Fig. 1: floorplan with the power grid
Pins as bars on the die edge. Tap cells in gray.
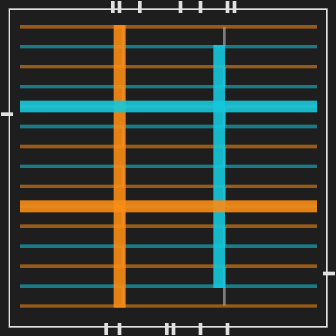
Fig. 2: placement by cell class
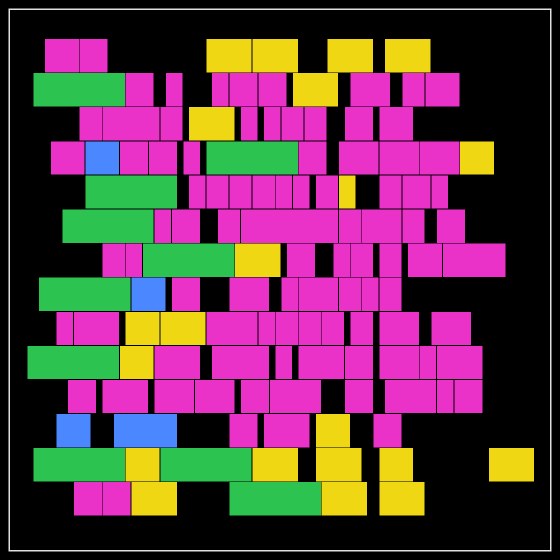
Fig. 3: clock wires, drivers and flops
The bar under the picture is 10 um long.
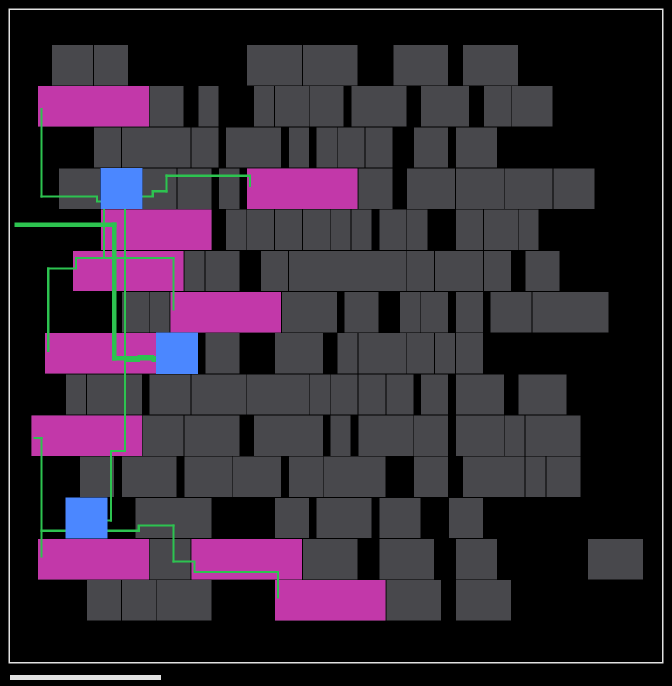
Fig. 4: routed metal, one color a layer
The bar under the picture is 10 um long.
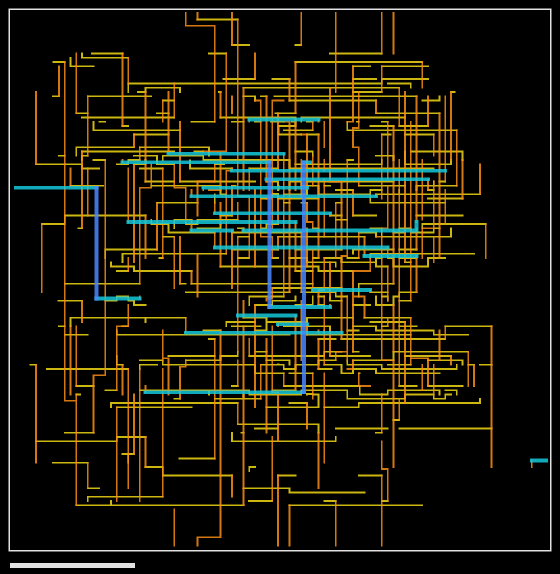
<file path="src/rtl/airlock_pressure_ctrl.sv">
// rtl/airlock_pressure_ctrl.sv - multi-level airlock pressure ramp controller with door hold and reversal
module airlock_pressure_ctrl #(
    parameter int LEVEL_W     = 4,
    parameter int MAX_LEVEL   = 8,
    parameter int STEP_CYCLES = 4
) (
    input  logic               clk,
    input  logic               reset,
    input  logic               press_n,
    input  logic               depress_n,
    input  logic               inner_open,
    input  logic               outer_open,
    output logic [LEVEL_W-1:0] level,
    output logic               pressurized,
    output logic               depressurized,
    output logic               busy,
    output logic               fault,
    output logic               done
);

    localparam int CNT_W = (STEP_CYCLES > 1) ? $clog2(STEP_CYCLES) : 1;
    localparam logic [CNT_W-1:0]   CNT_LAST = CNT_W'(STEP_CYCLES - 1);
    localparam logic [LEVEL_W-1:0] LVL_MAX  = LEVEL_W'(MAX_LEVEL);

    typedef enum logic [1:0] {IDLE, PRESS, DEPRESS, HOLD} state_t;

    state_t             state_q;
    logic [CNT_W-1:0]   cnt_q;
    logic [LEVEL_W-1:0] level_q;
    logic               dir_q;
    logic               done_q;

    logic               doors_closed;
    logic               up_req;
    logic               dn_req;
    logic               dir_now;
    logic               opp_req;
    logic               flip_at_tgt;
    logic [LEVEL_W-1:0] level_d;
    logic               step_at_tgt;

    assign doors_closed = !inner_open && !outer_open;
    assign up_req       = !press_n && depress_n;
    assign dn_req       = !depress_n && press_n;

    // In HOLD the direction lives in dir_q; while ramping the state itself is the direction.
    assign dir_now      = (state_q == PRESS) || ((state_q == HOLD) && dir_q);
    assign opp_req      = dir_now ? dn_req : up_req;
    assign flip_at_tgt  = dir_now ? (level_q == '0) : (level_q == LVL_MAX);
    assign level_d      = dir_now ? (level_q + LEVEL_W'(1)) : (level_q - LEVEL_W'(1));
    assign step_at_tgt  = dir_now ? (level_d == LVL_MAX) : (level_d == '0);

    always_ff @(posedge clk) begin
        if (!reset) begin
            state_q <= IDLE;
            cnt_q   <= '0;
            level_q <= '0;
            dir_q   <= 1'b0;
            done_q  <= 1'b0;
        end else begin
            done_q <= 1'b0;
            case (state_q)
                IDLE: begin
                    if (up_req && doors_closed && (level_q != LVL_MAX)) begin
                        state_q <= PRESS;
                        dir_q   <= 1'b1;
                        cnt_q   <= '0;
                    end else if (dn_req && doors_closed && (level_q != '0)) begin
                        state_q <= DEPRESS;
                        dir_q   <= 1'b0;
                        cnt_q   <= '0;
                    end
                end
                default: begin
                    dir_q <= dir_now;
                    if ((state_q != HOLD) && !doors_closed) begin
                        state_q <= HOLD;
                    end else if (opp_req) begin
                        cnt_q <= '0;
                        dir_q <= !dir_now;
                        if (flip_at_tgt)
                            state_q <= IDLE;
                        else if (doors_closed)
                            state_q <= dir_now ? DEPRESS : PRESS;
                        else
                            state_q <= HOLD;
                    end else if (doors_closed) begin
                        // Resuming from HOLD counts this edge as an enabled cycle of the step.
                        state_q <= dir_now ? PRESS : DEPRESS;
                        if (cnt_q == CNT_LAST) begin
                            cnt_q   <= '0;
                            level_q <= level_d;
                            if (step_at_tgt) begin
                                state_q <= IDLE;
                                done_q  <= 1'b1;
                            end
                        end else begin
                            cnt_q <= cnt_q + CNT_W'(1);
                        end
                    end
                end
            endcase
        end
    end

    assign level         = level_q;
    assign pressurized   = (level_q == LVL_MAX);
    assign depressurized = (level_q == '0);
    assign busy          = (state_q != IDLE);
    assign fault         = (state_q == HOLD);
    assign done          = done_q;

endmodule

</file>
<file path="config.mk">
export PLATFORM = sky130hd
export DESIGN_NAME = airlock_pressure_ctrl
export DESIGN_NICKNAME = d
export VERILOG_FILES = /design/src/rtl/airlock_pressure_ctrl.sv
export SDC_FILE = /design/constraint.sdc
export NUM_CORES = 1
export LEC_CHECK = 0
export CORE_UTILIZATION = 51
export DETAILED_ROUTE_END_ITERATION = 8
export MAX_ROUTING_LAYER = met4
export PLACE_DENSITY = 0.77
export RECOVER_POWER = 50
export SYNTH_ARGS = -nofsm -noshare
export SYNTH_HDL_FRONTEND = slang
export SYNTH_SLANG_ARGS = --single-unit
</file>
<file path="constraint.sdc">
create_clock -name clk -period 2.4 [get_ports clk]
set_input_delay 0.48 -clock clk [delete_from_list [all_inputs] [get_ports clk]]
set_output_delay 0.48 -clock clk [all_outputs]
set_load 0.01 [all_outputs]
</file>
==> datasheet_impl.txt <==
Table: implementation figures

Parameter                              Value

Final timing
  Fin crit share    0.973
  Hold violation total from the final report    0
  Setup WS post-layout    64.9 ps
  Count of final max-slew check failures    0

Final layout
  Nets    137

Route
  Highest metal layer with signal wires    met4
  Number of optimization iterations in the first detailed-route pass    4
  Via-per-instance ratio    6.31
  Met3 routed wirelength    190 um

Synthesis
  Yosys chip area    861 um^2
  Number of synthesized register bits    10
  Yosys warning total    0
  Ys cells    110
  Netlist Area Pre-Place    861 um^2

Min path
  Worst hold path type    reg2reg
  WHS Path Cells    2

Run status
  Outcome    finished clean

Global routing
  Total congestion overflow    0
  Pin count of the biggest net entering global routing    14

Setup path
  Register-to-Register Path Depth    6
  Worst path slowest cell    sky130_fd_sc_hd__or4b_1
  Register-to-register path setup slack    300 ps
  Crit Path Class    reg2out
  Max incr delay on CP    660 ps
  Max FO, Critical Path    5

Place
  Place WS    73.8 ps

Floorplanning
  # IOs    15

CTS
  Buffer type at the clock tree root    sky130_fd_sc_hd__clkbuf_4
  CTS clock-pin slew for the worst setup and hold paths    70 ps
Notes on Fig. 1 above:
legend:
  VSS:
    color: orange
  VDD:
    color: cyan
met1 rails: 15
tap cells: 16
rows: 14
signal pins: 15
met5 straps: 2
die height: 43.1 um
total core area: 0.00154 mm^2
highest ir drop seen on vdd: 0.373 mV
Horiz. Die Dim: 43.1 um

Notes on Fig. 2 above:
legend:
  clock drivers and dummy loads:
    color: blue
    cells: 4
  all other logic:
    color: magenta
    cells: 93
  flip-flops:
    color: green
    cells: 10
  other buffers and delay cells:
    color: yellow
    cells: 21
row count: 14
fraction of standard cell area that is sequential: 0.189
final core area utilization: 0.688
Finished Cell Area: 0.00106 mm^2

Notes on Fig. 3 above:
legend:
  clock wires:
    color: green
    length: 120 um
  flip-flops:
    color: magenta
    count: 10
  cells driving clock nets:
    color: blue
    count: 3
routed clock nets: 4
power attributed to the clock group: 0.148 mW
clk_lat worst skew: 260 ps
skew final: 4.00 ps

Notes on Fig. 4 above:
legend:
  met3:
    color: cyan
    wire_length: 190 um
  met4:
    color: blue
    wire_length: 38.8 um
  met1:
    color: yellow
    wire_length: 944 um
  met2:
    color: orange
    wire_length: 968 um
average wire per standard cell: 14.9 um
total via count after detailed routing: 908
total wirelength of the detailed-routed design: 2140 um
all-layer global routing usage: 0.271

==> cells in the mapped netlist (4+ instances only) <==
| master | count | area, um^2 |
|---|---|---|
| sky130_fd_sc_hd__nand2b_1 | 5 | 31.3 |
| sky130_fd_sc_hd__nand3_1 | 5 | 25.0 |
| sky130_fd_sc_hd__a31oi_1 | 4 | 25.0 |
| sky130_fd_sc_hd__nor3_1 | 4 | 20.0 |
| sky130_fd_sc_hd__nor2_1 | 6 | 22.5 |
| sky130_fd_sc_hd__nor2b_1 | 4 | 25.0 |
| sky130_fd_sc_hd__nand2_1 | 10 | 37.5 |
| sky130_fd_sc_hd__o21ai_0 | 6 | 30.0 |
| sky130_fd_sc_hd__a21oi_1 | 7 | 35.0 |
| sky130_fd_sc_hd__dfxtp_1 | 10 | 200 |
==> kinds of logic (layout without fill, tap and decap cells) <==
family,count (synthesis),after routing,synth area share
AND/OR/NAND/NOR,51,51,0.362
AND-OR/OR-AND,30,30,0.235
flip-flops,10,10,0.233
buffers and inverters,10,28,0.0654
XOR/XNOR,4,4,0.0407
multiplexers,3,3,0.0349
adder cells (fa/ha/maj),2,2,0.0291
==> per-layer routing <==
layer  GRT usage  vias up
met5           -        -
met4       0.139        0
met3      0.0383        6
met2       0.379       44
met1       0.377      420
li1            -      438
==> tightest hold or removal path, stage by stage, from the launching register on <==
cell,delay (ps)
sky130_fd_sc_hd__dfxtp_1,310
sky130_fd_sc_hd__nand2b_1,60
sky130_fd_sc_hd__a21boi_0,60
==> registers in the layout, indices dropped and copies added (netlist names) <==
| signal | flops |
|---|---|
| level | 4 |
| state_q | 2 |
| dir_q | 1 |
| cnt_q | 2 |
| done | 1 |
==> where the power goes <==
group	switching (mW)	internal, mW
logic	0.0712	0.0575
clock network	0.0562	0.0920
registers	0.0191	0.174
==> worst max path at each step <==
stage | startpoint | end | slack, ps | cells past startpoint
CTS | level[1] | pressurized | 80 | 3
global route | level[1] | pressurized | 30 | 3
global placement | press_n | level[2] | 160 | 6
floorplan | state_q[1] | level[2] | 540 | 8
finish | level[1] | pressurized | 60 | 3
detailed placement | press_n | level[2] | 70 | 6
==> metrics by stage <==
stage,area (um^2),instances
floorplan,861,110
global placement,1030,140
detailed placement,1030,140
CTS,1060,144
global route,1060,144
finish,1060,144
==> final cells by class <==
type,count,area (um^2),area share
well taps,16,20.0,0.0189
multi-input cells,90,604,0.570
clock buffers,4,36.3,0.0342
repair buffers,21,189,0.178
flip-flops and latches,10,200,0.189
inverters,3,11.3,0.0106
Power and IR drop assume default switching activity.
